run_1/pdn.png
The bar under the picture is 50 um long. Pins as bars on the die edge.
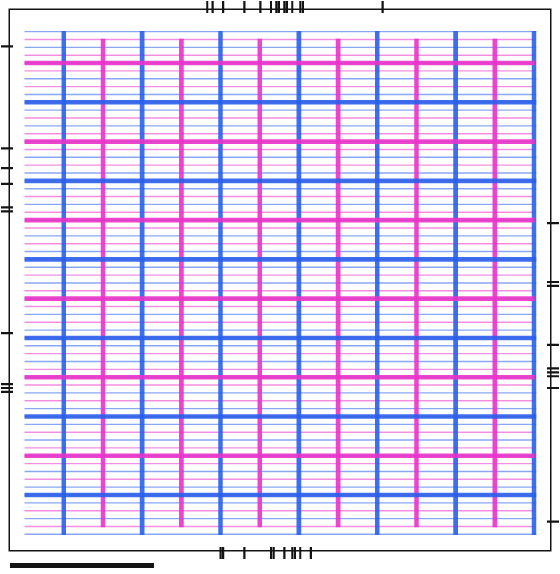
run_1/cell_classes.png
The bar under the picture is 50 um long.
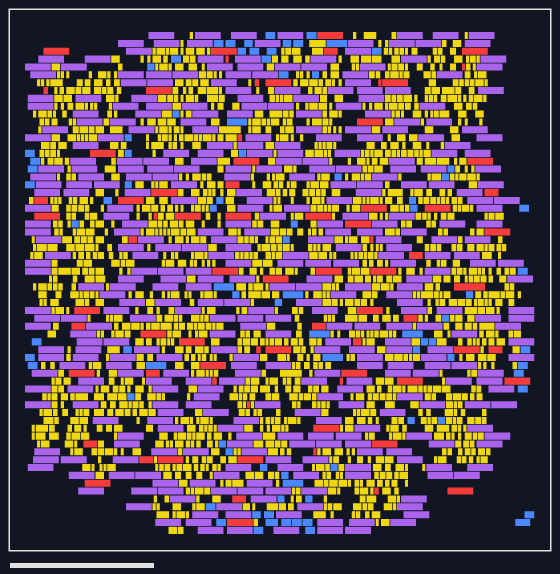
run_1/clock_map.png
The bar under the picture is 50 um long.
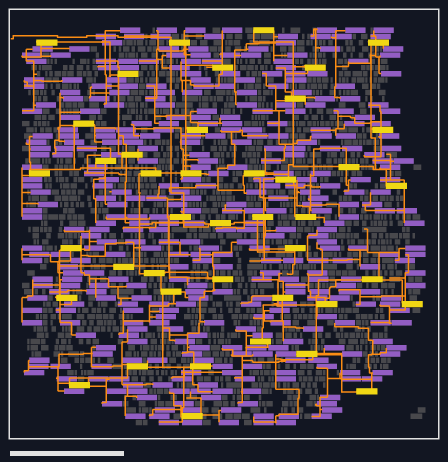
run_1/metal_stack.png
Only two layers are drawn.
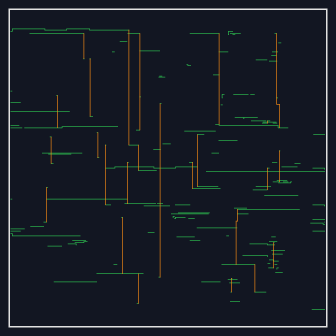
--- src/rtl/button_debounce.sv ---
// button_debounce: per-channel input conditioning for N_BTN raw buttons.
// Each channel is synchronised, debounced into a stable level, and produces
// one-cycle press/release pulses plus a one-shot long-press (hold) pulse.
module button_debounce #(
    parameter int N_BTN           = 8,
    parameter int SYNC_STAGES     = 2,
    parameter int DEBOUNCE_CYCLES = 600000,
    parameter int HOLD_CYCLES     = 6000000,
    parameter int ACTIVE_LOW      = 0
) (
    input  logic             clock,
    input  logic             reset_n,
    input  logic [N_BTN-1:0] btn_raw,
    output logic [N_BTN-1:0] btn_level,
    output logic [N_BTN-1:0] btn_press,
    output logic [N_BTN-1:0] btn_release,
    output logic [N_BTN-1:0] btn_hold,
    output logic             any_press
);

    localparam int DW = $clog2(DEBOUNCE_CYCLES);
    localparam int HW = $clog2(HOLD_CYCLES);
    localparam logic [DW-1:0] DCNT_LAST = DW'(DEBOUNCE_CYCLES - 1);
    localparam logic [HW-1:0] HCNT_LAST = HW'(HOLD_CYCLES - 1);

    logic [N_BTN-1:0] raw_norm;
    logic [N_BTN-1:0] s;
    logic [N_BTN-1:0] sync_q [SYNC_STAGES];

    logic [DW-1:0]    dcnt_q [N_BTN];
    logic [DW-1:0]    dcnt_d [N_BTN];
    logic [HW-1:0]    hcnt_q [N_BTN];
    logic [HW-1:0]    hcnt_d [N_BTN];

    logic [N_BTN-1:0] hold_done_q;
    logic [N_BTN-1:0] hold_done_d;
    logic [N_BTN-1:0] level_d;
    logic [N_BTN-1:0] press_d;
    logic [N_BTN-1:0] release_d;
    logic [N_BTN-1:0] hold_d;

    // Polarity is normalised before the synchroniser so that 1 always means pressed.
    assign raw_norm = (ACTIVE_LOW != 0) ? ~btn_raw : btn_raw;
    assign s        = sync_q[SYNC_STAGES-1];

    // Multi-stage synchroniser for the asynchronous raw inputs.
    always_ff @(posedge clock or negedge reset_n) begin
        if (!reset_n) begin
            for (int unsigned i = 0; i < SYNC_STAGES; i++) begin
                sync_q[i] <= '0;
            end
        end else begin
            sync_q[0] <= raw_norm;
            for (int unsigned i = 1; i < SYNC_STAGES; i++) begin
                sync_q[i] <= sync_q[i-1];
            end
        end
    end

    // Next-state for debounce and hold counters, levels and pulses per channel.
    always_comb begin
        level_d     = btn_level;
        press_d     = '0;
        release_d   = '0;
        hold_d      = '0;
        hold_done_d = hold_done_q;
        for (int unsigned c = 0; c < N_BTN; c++) begin
            dcnt_d[c] = dcnt_q[c];
            hcnt_d[c] = hcnt_q[c];

            // Any sample matching the accepted level restarts the count.
            if (s[c] == btn_level[c]) begin
                dcnt_d[c] = '0;
            end else if (dcnt_q[c] == DCNT_LAST) begin
                dcnt_d[c]    = '0;
                level_d[c]   = s[c];
                press_d[c]   = s[c];
                release_d[c] = ~s[c];
            end else begin
                dcnt_d[c] = dcnt_q[c] + DW'(1);
            end

            // A release accepted on this edge suppresses a hold due on the same edge.
            if (!btn_level[c] || release_d[c]) begin
                hcnt_d[c]      = '0;
                hold_done_d[c] = 1'b0;
            end else if (!hold_done_q[c]) begin
                if (hcnt_q[c] == HCNT_LAST) begin
                    hold_d[c]      = 1'b1;
                    hold_done_d[c] = 1'b1;
                end else begin
                    hcnt_d[c] = hcnt_q[c] + HW'(1);
                end
            end
        end
    end

    // State and registered output update.
    always_ff @(posedge clock or negedge reset_n) begin
        if (!reset_n) begin
            for (int unsigned c = 0; c < N_BTN; c++) begin
                dcnt_q[c] <= '0;
                hcnt_q[c] <= '0;
            end
            hold_done_q <= '0;
            btn_level   <= '0;
            btn_press   <= '0;
            btn_release <= '0;
            btn_hold    <= '0;
            any_press   <= 1'b0;
        end else begin
            for (int unsigned c = 0; c < N_BTN; c++) begin
                dcnt_q[c] <= dcnt_d[c];
                hcnt_q[c] <= hcnt_d[c];
            end
            hold_done_q <= hold_done_d;
            btn_level   <= level_d;
            btn_press   <= press_d;
            btn_release <= release_d;
            btn_hold    <= hold_d;
            any_press   <= |press_d;
        end
    end

endmodule

--- config.mk ---
export PLATFORM = sky130hd
export DESIGN_NAME = button_debounce
export DESIGN_NICKNAME = d
export VERILOG_FILES = /design/src/rtl/button_debounce.sv
export SDC_FILE = /design/constraint.sdc
export NUM_CORES = 1
export LEC_CHECK = 0
export CORE_MARGIN = 5
export CORE_UTILIZATION = 62
export CTS_CLUSTER_SIZE = 25
export DETAILED_ROUTE_END_ITERATION = 16
export PLACE_DENSITY = 0.8
export SLEW_MARGIN = 20
export SYNTH_ARGS = -nofsm -noshare
export SYNTH_HDL_FRONTEND = slang
export SYNTH_SLANG_ARGS = --single-unit
export TNS_END_PERCENT = 1
--- constraint.sdc ---
create_clock -name clock -period 2.29 [get_ports clock]
set_input_delay 0.458 -clock clock [delete_from_list [all_inputs] [get_ports clock]]
set_output_delay 0.458 -clock clock [all_outputs]
set_load 0.05 [all_outputs]
==> results.json, run 1 <==
{
  "finalClockPeriodUsage": 0.956,
  "num_clock_sinks": 401,
  "die_area_sq_mm": 0.0350,
  "grt_util_met1": 0.292,
  "yosys-stat-cells": 1977,
  "routed-via-count": 14500,
  "place_congestion": 0.838,
  "worst_path_fanout_max": 19,
  "die_w_um": 187,
  "max-cap-violations": 0,
  "dr.pass1.iters": 5,
  "hold_depth": 0,
  "share_of_post_route_cells_with_drive_strength_above_1": 0.0712,
  "setup_viol_count_final": 0,
  "nets": 2075,
  "syn_nets": 2003,
  "start_kind": "flop",
  "number_of_antenna_violations_at_the_first_check_in_global_routing": 0,
  "std_cell_rows": 64,
  "synth_area_per_cell_sq_um": 9.83,
  "critical_path.cell_chain": "or4b_1 -> or4_1 -> nand2_2 -> nor2_1",
  "crit_family": "simple AND/OR/NAND/NOR gates",
  "die_y_um": 187,
  "grt_remaining_overflow": 0,
  "sequential_area_share_after_synthesis": 0.517,
  "synthTopCellsByArea": "sky130_fd_sc_hd__dfrtp_1 52%, sky130_fd_sc_hd__nor2_1 6.8%, sky130_fd_sc_hd__xor2_1 6.2%, sky130_fd_sc_hd__xnor2_1 5.3%, sky130_fd_sc_hd__nand3_1 3.2%",
  "cts_repair_resize_count": 6,
  "tool_warnings": 26,
  "power.density_mw_per_mm2": 646,
  "worst_skew_pair.late_latency_ns": 0.53,
  "minimum_setup_slack_after_placement_ns": 0.109,
  "grt_most_used_layer": "met2",
  "route.antenna.remaining_nets": 0,
  "yosysWarnings": 0,
  "timing.critical_path.slowest_stage_cell": "sky130_fd_sc_hd__or4_1",
  "final.setup.tns_ns": 0,
  "cp_num_cells": 4,
  "ys_dominant_reg_cell": "sky130_fd_sc_hd__dfrtp_1",
  "max-slew-margin-rel": 0.526,
  "met3_track_demand_over_resource_in_global_routing": 0.0314,
  "highest-signal-layer": "met4",
  "reg2regPathDepth": 4,
  "number_of_buffers_inserted_during_clock_tree_synthesis": 42,
  "mostFrequentLayoutCells": "401 x sky130_fd_sc_hd__dfrtp_1, 351 x sky130_fd_sc_hd__nor2_1, 138 x sky130_fd_sc_hd__xor2_1",
  "grt_max_degree": 66,
  "worst_hold_path_type": "flop to flop",
  "outcome": "finished clean",
  "globalRouteTotalUtil": 0.215,
  "worst_setup_hold_path_clk_slew_ns": 0.06,
  "syn2layout_area_growth_pct": 12.6,
  "synthArstFlopShare": 1.00,
  "number_of_drc_markers_in_iteration_0": 996,
  "tritoncts": "done",
  "antenna_cells": 0,
  "wl_met2_mm": 18.6,
  "viasPerCell": 5.86,
  "cpPeakStageDelay_ns": 0.66,
  "ctsRootBufferMaster": "sky130_fd_sc_hd__clkbuf_16",
  "synthCells": 1977,
  "rsz0062_at_grt": "false",
  "dpl.hpwl_mm": 24.8,
  "achievable-frequency_ghz": 0.457,
  "final_max_slew_viol_count": 0,
  "r2r_slack_ns": 0.10,
  "finalWorstPathRequiredPeriod_ns": 2.19,
  "library_cell_with_the_largest_summed_area_after_synthesis": "sky130_fd_sc_hd__dfrtp_1",
  "htree_num_levels": 2,
  "max_slew.worst_pin.slew_ns": 0.705,
  "mostFrequentLayoutCell": "sky130_fd_sc_hd__dfrtp_1",
  "power_leakage_nw": 8.97,
  "filler_cell_count": 2214,
  "clockBufferDepth": 3,
  "worstSetupEndpointType": "flop",
  "floorplan.core_area_sq_mm": 0.0307,
  "synthesis.area_sq_mm": 0.0194,
  "routed_wl_met3_mm": 1.32,
  "grt_first_pass_wirelength_mm": 66.5,
  "hold_violations": 0,
  "wl_per_cell_um": 15.2,
  "worst-endpoint-required_ns": 2.68,
  "synthMostInstantiatedCell": "sky130_fd_sc_hd__dfrtp_1",
  "post-layout-total-power_mw": 14.1,
  "postRouteWirelength_mm": 37.7,
  "place.port_buffers": 42,
  "post_synth_tally_of_flip_flops_with_integrated_enable": 0,
  "drt-met1-wl_mm": 17.1,
  "crit_arrival_ns": 2.58,
  "post_synth_num_cell_types": 64,
  "floorplanUtilization": 0.632,
  "synth-area-yosys_sq_mm": 0.0194,
  "hold_buffers": 1,
  "fin_util": 0.711,
  "worst_clock_skew_ns": 0.0134,
  "critPathKind": "flop to flop",
  "met2_usage": 0.370,
  "power.ir.vdd_worst_mv": 0.609,
  "netlist.area_leader.share": 0.517,
  "boundaryPins": 43,
  "numSynthFlops": 401,
  "fin_ws_ns": 0.100,
  "crit_buf_inv": 0,
  "post_cts_buffers": 0,
  "synth.cells.most_frequent": "401 x sky130_fd_sc_hd__dfrtp_1, 351 x sky130_fd_sc_hd__nor2_1, 138 x sky130_fd_sc_hd__xor2_1, 123 x sky130_fd_sc_hd__nand3_1",
  "via_count_of_the_first_global_routing_pass": 14500,
  "drt_drc_violations_left": 0
}
About pdn.png:
Key: blue = VSS; magenta = VDD
12 straps on met5. 13 straps on met4. 65 met1 rails follow the rows. 43 signal pins sit on the boundary. The core has 64 rows.

About cell_classes.png:
Key: yellow = all other logic [cells 1,519]; purple = flops [cells 401]; red = clock drivers and dummy loads [cells 73]; blue = other buffers and delay cells [cells 85]

About clock_map.png:
Key: yellow = cells driving clock nets [count 42]; orange = clock wires [length 4,700 um]; purple = flip-flops [count 401]
Position of the flops: widely spread.

About metal_stack.png:
Key: green = met3 [wire length 1,320 um]; orange = met4 [wire length 736 um]

## run 1: per-stage QoR
step                      instance area (sq um)  cells  hold WS [ns]
after global placement                    20500   2400         0.334
after global routing                      21900   2474         0.349
after detailed placement                  20500   2400         0.336
after CTS                                 21900   2474         0.344
final                                     21900   2474         0.347
after floorplan                           19400   1977         0.162
## run 1: registers in the layout, summed over array words and instances (netlist names)
name,cells
any_press,1
btn_hold,8
btn_level,8
btn_press,8
btn_release,8
dcnt_q,160
hcnt_q,184
hold_done_q,8
s,8
sync_q,8
## run 1: layout make-up
class / instances / area, sq um / area share
clock buffer: 64 / 1280 / 0.0588
clock inverter: 9 / 77.6 / 0.00355
inverter: 46 / 173 / 0.00790
multi-input combinational: 1473 / 8950 / 0.409
sequential: 401 / 10000 / 0.459
tap: 396 / 495 / 0.0227
timing repair buffer: 85 / 853 / 0.0390
## run 1: cell families (layout without fill, tap and decap cells)
logic type / Yosys count / in the layout / share of synthesized area
muxes: 14 / 14 / 0.00766
xor gates and xnor gates: 256 / 256 / 0.115
DFF: 401 / 401 / 0.517
and+or+nand+nor: 1030 / 1030 / 0.277
adders and majority gates: 16 / 16 / 0.0103
AOI/OAI and AO/OA: 157 / 157 / 0.0497
buffers and inverters: 103 / 204 / 0.0233
## run 1: path summary, 6_finish.rpt
check	from	end
max	dcnt_q[94]	dcnt_q[98]
min	sync_q[8]	s[0]
max reg2reg	dcnt_q[94]	dcnt_q[98]
min reg2reg	sync_q[8]	s[0]
max in group asynchronous	reset_n	btn_level[3]
min in group asynchronous	reset_n	hcnt_q[50]
## run 1: where the power goes
part           internal, mW  leakage (nW)  switching (mW)
clock                  3.97         0.679            2.68
combinational        0.0829          2.74           0.221
sequential             7.14          5.55          0.0471
total                  11.2          8.97            2.95
==> run 2: changes to the inputs <==
--- a/config.mk
+++ b/config.mk
@@ -5,6 +5,7 @@
 export SDC_FILE = /design/constraint.sdc
 export NUM_CORES = 1
 export LEC_CHECK = 0
+export CORE_ASPECT_RATIO = 1.4
 export CORE_MARGIN = 5
 export CORE_UTILIZATION = 62
 export CTS_CLUSTER_SIZE = 25
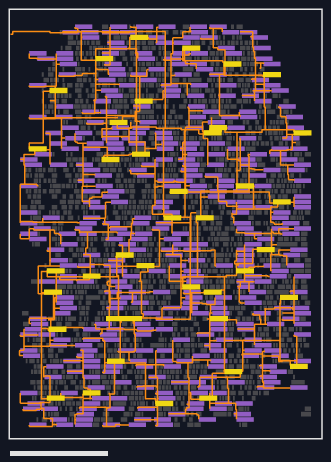
run_2/clock_map.png
The bar under the picture is 50 um long.
Key: purple = flip-flops [count 401]; orange = clock wires [length 4,710 um]; yellow = cells driving clock nets [count 40]
Position of the flops: widely spread. There are 41 routed clock nets.

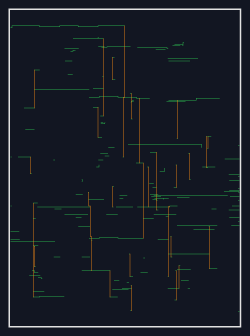
run_2/metal_stack.png
Only two layers are drawn.
Key: green = met3 [wire length 1,160 um]; orange = met4 [wire length 825 um]

==> run 2 against run 1 <==
Compared with the run above: power down 0.81%; largest power group unchanged; setup slack improved by 0.0045 ns; routed wire length increased by 2.7%; fmax grew 0.21%; clock power shrank 2%; clock skew shrank 0.0014 ns; largest cell class unchanged; flip-flop count is the same; count of clock-buffer cells in the layout down 12; highest routed layer unchanged.
==> results.json, run 2 <==
{
  "outcome": "finished clean",
  "dpl.hpwl_mm": 25.8,
  "hold_violations": 0,
  "worst-endpoint-required_ns": 1.83,
  "r2r_slack_ns": 0.11,
  "finalNonFillerCells": 2474,
  "dr.pass1.iters": 5,
  "place.detailed.instances": 2400,
  "max_flop_register": "hcnt_q",
  "library_cell_with_the_largest_summed_area_after_synthesis": "sky130_fd_sc_hd__dfrtp_1",
  "largest_register_ffs": 184,
  "floorplanUtilization": 0.629,
  "syn2layout_area_growth_pct": 12.6,
  "critPathKind": "flop to output pin",
  "cpPeakStageDelay_ns": 0.81,
  "netlist.area_leader.share": 0.517,
  "htree_num_levels": 2,
  "ys_dominant_reg_cell": "sky130_fd_sc_hd__dfrtp_1",
  "postRouteWirelength_mm": 38.7,
  "hold-path-endpoint": "sync_q[10]",
  "synth-area-yosys_sq_mm": 0.0194,
  "finalClockPeriodUsage": 0.954,
  "synthesis.area_sq_mm": 0.0194,
  "via_count_of_the_first_global_routing_pass": 15200,
  "floorplan.core_area_sq_mm": 0.0309,
  "tritoncts": "done",
  "worst_hold_path_type": "input pin to flop",
  "reg2regPathDepth": 5,
  "post_detailed_placement_cell_area_sq_mm": 0.0206,
  "final_area_sq_mm": 0.0219,
  "place_congestion": 0.866,
  "final.setup.tns_ns": 0,
  "synthMostInstantiatedCell": "sky130_fd_sc_hd__dfrtp_1",
  "number_of_drc_markers_in_iteration_0": 911,
  "start_kind": "flop",
  "power.density_mw_per_mm2": 641,
  "post_synth_tally_of_flip_flops_with_integrated_enable": 0,
  "filler_cell_count": 2199,
  "synth_area_per_cell_sq_um": 9.83,
  "worst_setup_hold_path_clk_slew_ns": 0.06,
  "numSynthFlops": 401,
  "nets": 2079,
  "mostFrequentLayoutCells": "401 x sky130_fd_sc_hd__dfrtp_1, 351 x sky130_fd_sc_hd__nor2_1, 138 x sky130_fd_sc_hd__xor2_1",
  "sequential_area_share_after_synthesis": 0.517,
  "share_of_post_route_cells_with_drive_strength_above_1": 0.0739,
  "grt_remaining_overflow": 0,
  "max-cap-violations": 0,
  "routed-via-count": 14600,
  "syn_nets": 2003,
  "boundaryPins": 43,
  "finalWorstPathRequiredPeriod_ns": 2.19,
  "ff_latch_area_sq_mm": 0.0100,
  "route.antenna.remaining_nets": 0,
  "ctsRootBufferMaster": "sky130_fd_sc_hd__clkbuf_16",
  "grt_first_pass_wirelength_mm": 69.0,
  "std_cell_rows": 76,
  "critical_path.cell_chain": "clkdlybuf4s50_1",
  "crit_family": "buffers and inverters",
  "synth_xor_xnor_area_share": 0.115,
  "worst_skew_pair.late_latency_ns": 0.55,
  "rsz0062_at_grt": "true",
  "worst_clock_skew_ns": 0.0120,
  "mux_area_frac": 0.00766,
  "globalRouteTotalUtil": 0.229,
  "synthCells": 1977,
  "r2r_end": "hold_done_q[3]",
  "minimum_setup_slack_after_placement_ns": 0.125
}
==> run 2: netlist changes by cell type in the layout (fill, tap and decap cells not counted), moves of 2 or more <==
cell | previous run | this run
sky130_fd_sc_hd__clkbuf_8 | 13 | 6
sky130_fd_sc_hd__clkinv_2 | 6 | 10
sky130_fd_sc_hd__clkinvlp_4 | 0 | 4
sky130_fd_sc_hd__buf_4 | 35 | 38
sky130_fd_sc_hd__clkbuf_16 | 43 | 40
sky130_fd_sc_hd__buf_12 | 9 | 11
sky130_fd_sc_hd__clkbuf_1 | 8 | 6
sky130_fd_sc_hd__clkinv_8 | 0 | 2
==> run 2: routing by layer <==
metal / up-vias / GRT usage / share of wire
li1: 7056 / - / -
met1: 7246 / 0.281 / 0.41
met2: 230 / 0.423 / 0.53
met3: 71 / 0.0295 / 0.030
met4: 0 / 0.0666 / 0.021
met5: - / 0 / 0
==> run 2: area by class of cell <==
type	count	area share
Clock buffer	52	0.0505
Timing Repair Buffer	91	0.0421
Clock inverter	21	0.00961
Multi-Input combinational cell	1473	0.409
Inverter	46	0.00789
Sequential cell	401	0.459
Tap cell	390	0.0223
==> run 2: repair_timing <==
| item | in CTS | in global routing |
|---|---|---|
| hold buffers | 1 | 0 |
| setup endpoints to repair | 7 | 8 |
| resized | 7 | 2 |
| endpoints found under the hold margin | 54 | 0 |
==> run 2: power by group <==
group / internal (mW) / switching, mW
registers: 7.13 / 0.0516
logic: 0.0899 / 0.226
clock network: 3.69 / 2.83
total: 10.9 / 3.10
==> run 2: worst max-delay path by stage <==
stage	endpoint	slack [ns]	cells after the start
after floorplan	hold_done_q[3]	0.26	6
after global placement	hold_done_q[3]	0.21	5
after detailed placement	dcnt_q[90]	0.12	4
after CTS	btn_release[7]	0.07	1
after global routing	hold_done_q[3]	-0.007	6
final	any_press	0.10	1
==> run 3: changes to the inputs <==
--- a/config.mk
+++ b/config.mk
@@ -5,12 +5,13 @@
 export SDC_FILE = /design/constraint.sdc
 export NUM_CORES = 1
 export LEC_CHECK = 0
+export ABC_AREA = 1
 export CORE_ASPECT_RATIO = 1.4
 export CORE_MARGIN = 5
-export CORE_UTILIZATION = 62
+export CORE_UTILIZATION = 64
 export CTS_CLUSTER_SIZE = 25
 export DETAILED_ROUTE_END_ITERATION = 16
-export PLACE_DENSITY = 0.8
+export PLACE_DENSITY = 0.81
 export SLEW_MARGIN = 20
 export SYNTH_ARGS = -nofsm -noshare
 export SYNTH_HDL_FRONTEND = slang
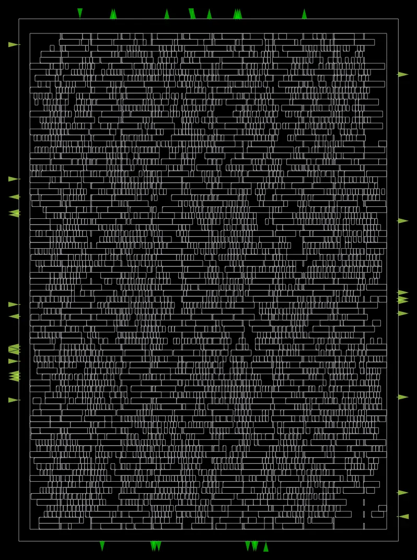
run_3/final_placement.png
Layout Cells excl Fill: 4,072
FILL cells: 3,041
Taps Inserted: 467
sequential share of cell area: 0.384

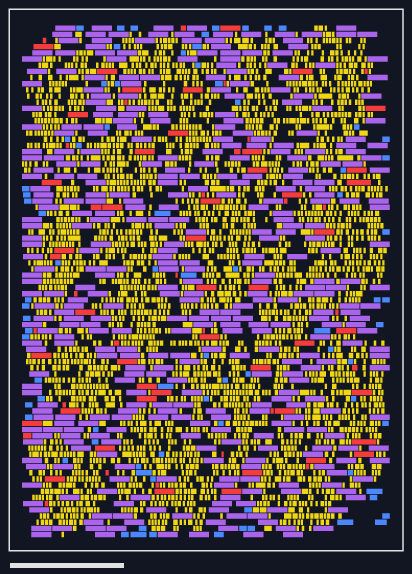
run_3/cell_classes.png
The bar under the picture is 50 um long.
Key: blue = other buffers and delay cells [cells 78]; red = clock drivers and dummy loads [cells 73]; purple = flops [cells 401]; yellow = all other logic [cells 3,053]

==> run 3 against run 2 <==
Compared with the run above: hold slack got worse by 0.0012 ns; core utilization increased by 0.53 points; fmax decreased by 1.5%; cell area increased by 20%; count of clock-buffer cells in the layout decreased by 2; critical path depth unchanged; critical path type unchanged; critical endpoint is now btn_hold[3]; first-iteration DRC count increased by 79%; global-route usage increased by 4.0 points; non-clock buffer count decreased by 13.
==> results.json, run 3 <==
{
  "share_of_post_route_cells_with_drive_strength_above_1": 0.0560,
  "start_kind": "flop",
  "route.antenna.remaining_nets": 0,
  "post_detailed_placement_cell_area_sq_mm": 0.0248,
  "worst-endpoint-required_ns": 1.83,
  "wl_per_cell_um": 13.7,
  "grt_remaining_overflow": 0,
  "max_flop_register": "hcnt_q",
  "antenna_cells": 0,
  "highest-signal-layer": "met4",
  "worst_hold_path_type": "flop to flop",
  "wl_met2_mm": 28.9,
  "rsz0062_at_grt": "false",
  "routed-via-count": 22200,
  "worst_clock_skew_ns": 0.0158,
  "power.ir.vdd_worst_mv": 0.688,
  "dpl.hpwl_mm": 41.0,
  "synthMostInstantiatedCell": "sky130_fd_sc_hd__nand2_1",
  "outcome": "finished clean",
  "ff_latch_area_sq_mm": 0.0100,
  "cpPeakStageDelay_ns": 0.83,
  "floorplan.core_area_sq_mm": 0.0367,
  "finalClockPeriodUsage": 0.969,
  "reg2regPathDepth": 8,
  "tritoncts": "done",
  "syn2layout_area_growth_pct": 10.2,
  "worst_setup_hold_path_clk_slew_ns": 0.06,
  "mostFrequentLayoutCells": "1,036 x sky130_fd_sc_hd__nand2_1, 739 x sky130_fd_sc_hd__nor2_1, 410 x sky130_fd_sc_hd__inv_1",
  "crit_family": "buffers and inverters",
  "ctsRootBufferMaster": "sky130_fd_sc_hd__clkbuf_16",
  "netlist.area_leader.share": 0.423,
  "globalRouteTotalUtil": 0.269,
  "critical_path.cell_chain": "clkdlybuf4s50_1",
  "r2r_slack_ns": 0.24,
  "hold-path-endpoint": "s[2]",
  "worst_path_fanout_max": 1,
  "htree_num_levels": 2,
  "grt_first_pass_wirelength_mm": 96.9,
  "std_cell_rows": 83,
  "sequential_area_share_after_synthesis": 0.423,
  "worst_skew_pair.late_latency_ns": 0.55,
  "critPathKind": "flop to output pin",
  "place_congestion": 0.945,
  "synthCells": 3504,
  "final.setup.tns_ns": 0,
  "drt-met1-wl_mm": 22.6,
  "via_count_of_the_first_global_routing_pass": 21700,
  "floorplanUtilization": 0.647,
  "finalWorstPathRequiredPeriod_ns": 2.22,
  "boundaryPins": 43,
  "met2_usage": 0.493,
  "post_synth_tally_of_flip_flops_with_integrated_enable": 0,
  "mostFrequentLayoutCell": "sky130_fd_sc_hd__nand2_1",
  "final_area_sq_mm": 0.0262,
  "number_of_drc_markers_in_iteration_0": 1633,
  "max_slew.worst_pin.slew_ns": 0.732,
  "syn_nets": 3530,
  "met3_track_demand_over_resource_in_global_routing": 0.0307,
  "nets": 3602,
  "synth_area_per_cell_sq_um": 6.77,
  "hold_violations": 0,
  "largest_register_ffs": 184,
  "multi_input_comb_area_sq_mm": 0.0117,
  "max-cap-violations": 0,
  "ys_dominant_reg_cell": "sky130_fd_sc_hd__dfrtp_1",
  "synthesis.area_sq_mm": 0.0237,
  "grt_most_used_layer": "met2",
  "library_cell_with_the_largest_summed_area_after_synthesis": "sky130_fd_sc_hd__dfrtp_1",
  "routed_wl_met3_mm": 2.25,
  "dr.pass1.iters": 7,
  "numSynthFlops": 401,
  "power.density_mw_per_mm2": 539,
  "grt_util_met1": 0.325,
  "postRouteWirelength_mm": 55.6,
  "r2r_end": "hcnt_q[25]",
  "synth-area-yosys_sq_mm": 0.0237
}
==> run 3: power breakdown <==
group	leakage, nW	switching [mW]	internal (mW)
registers	5.55	0.0423	7.13
clock network	0.652	2.82	3.73
logic	5.71	0.254	0.104
total	11.9	3.12	11.0
==> run 3: through the flow <==
stage	cells	worst slack, ns	total power [mW]	util	hold WS, ns
2_1_floorplan	3504	0.610	7.42	-	0.162
3_3_place_gp	3998	0.314	7.66	0.678	0.334
3_5_place_dp	3998	0.260	7.67	0.678	0.340
4_1_cts	4072	0.00326	14.3	0.713	0.330
5_1_grt	4072	0.0226	14.6	0.713	0.330
6_report	4072	0.0717	14.1	0.713	0.346
==> run 3: what timing repair did <==
item / in CTS / in global routing
hold buffers: 1 / 0
cloned: 0 / 0
resized: 6 / 2
endpoints found under the setup margin: 6 / 2
hold endpoints to repair: 35 / 0
==> run 3: cell families (layout without fill, tap and decap cells) <==
group           after synthesis  in the layout  synth area share
buf+inv                     511            612            0.0840
xor+xnor                     97             97            0.0358
flops                       401            401             0.423
compound gates              127            127            0.0282
fa+ha+maj                    16             16           0.00844
simple gates               2352           2352             0.421
==> run 3: area by class of cell <==
class | instances | area share
clock buffer | 50 | 0.0429
multi-input combinational | 2592 | 0.447
tap | 467 | 0.0223
clock inverter | 23 | 0.00698
sequential | 401 | 0.384
timing repair buffer | 78 | 0.0303
inverter | 461 | 0.0664
==> run 3: worst max-delay path by stage <==
stage,to,slack [ns],cells past startpoint
2_1_floorplan,hcnt_q[38],0.61,9
3_3_place_gp,hcnt_q[5],0.31,8
3_5_place_dp,hcnt_q[25],0.26,8
4_1_cts,btn_level[3],0.003,1
5_1_grt,btn_release[7],0.02,1
6_report,btn_hold[3],0.07,1
Power figures rest on the tool's default switching activity, not on a simulated workload.
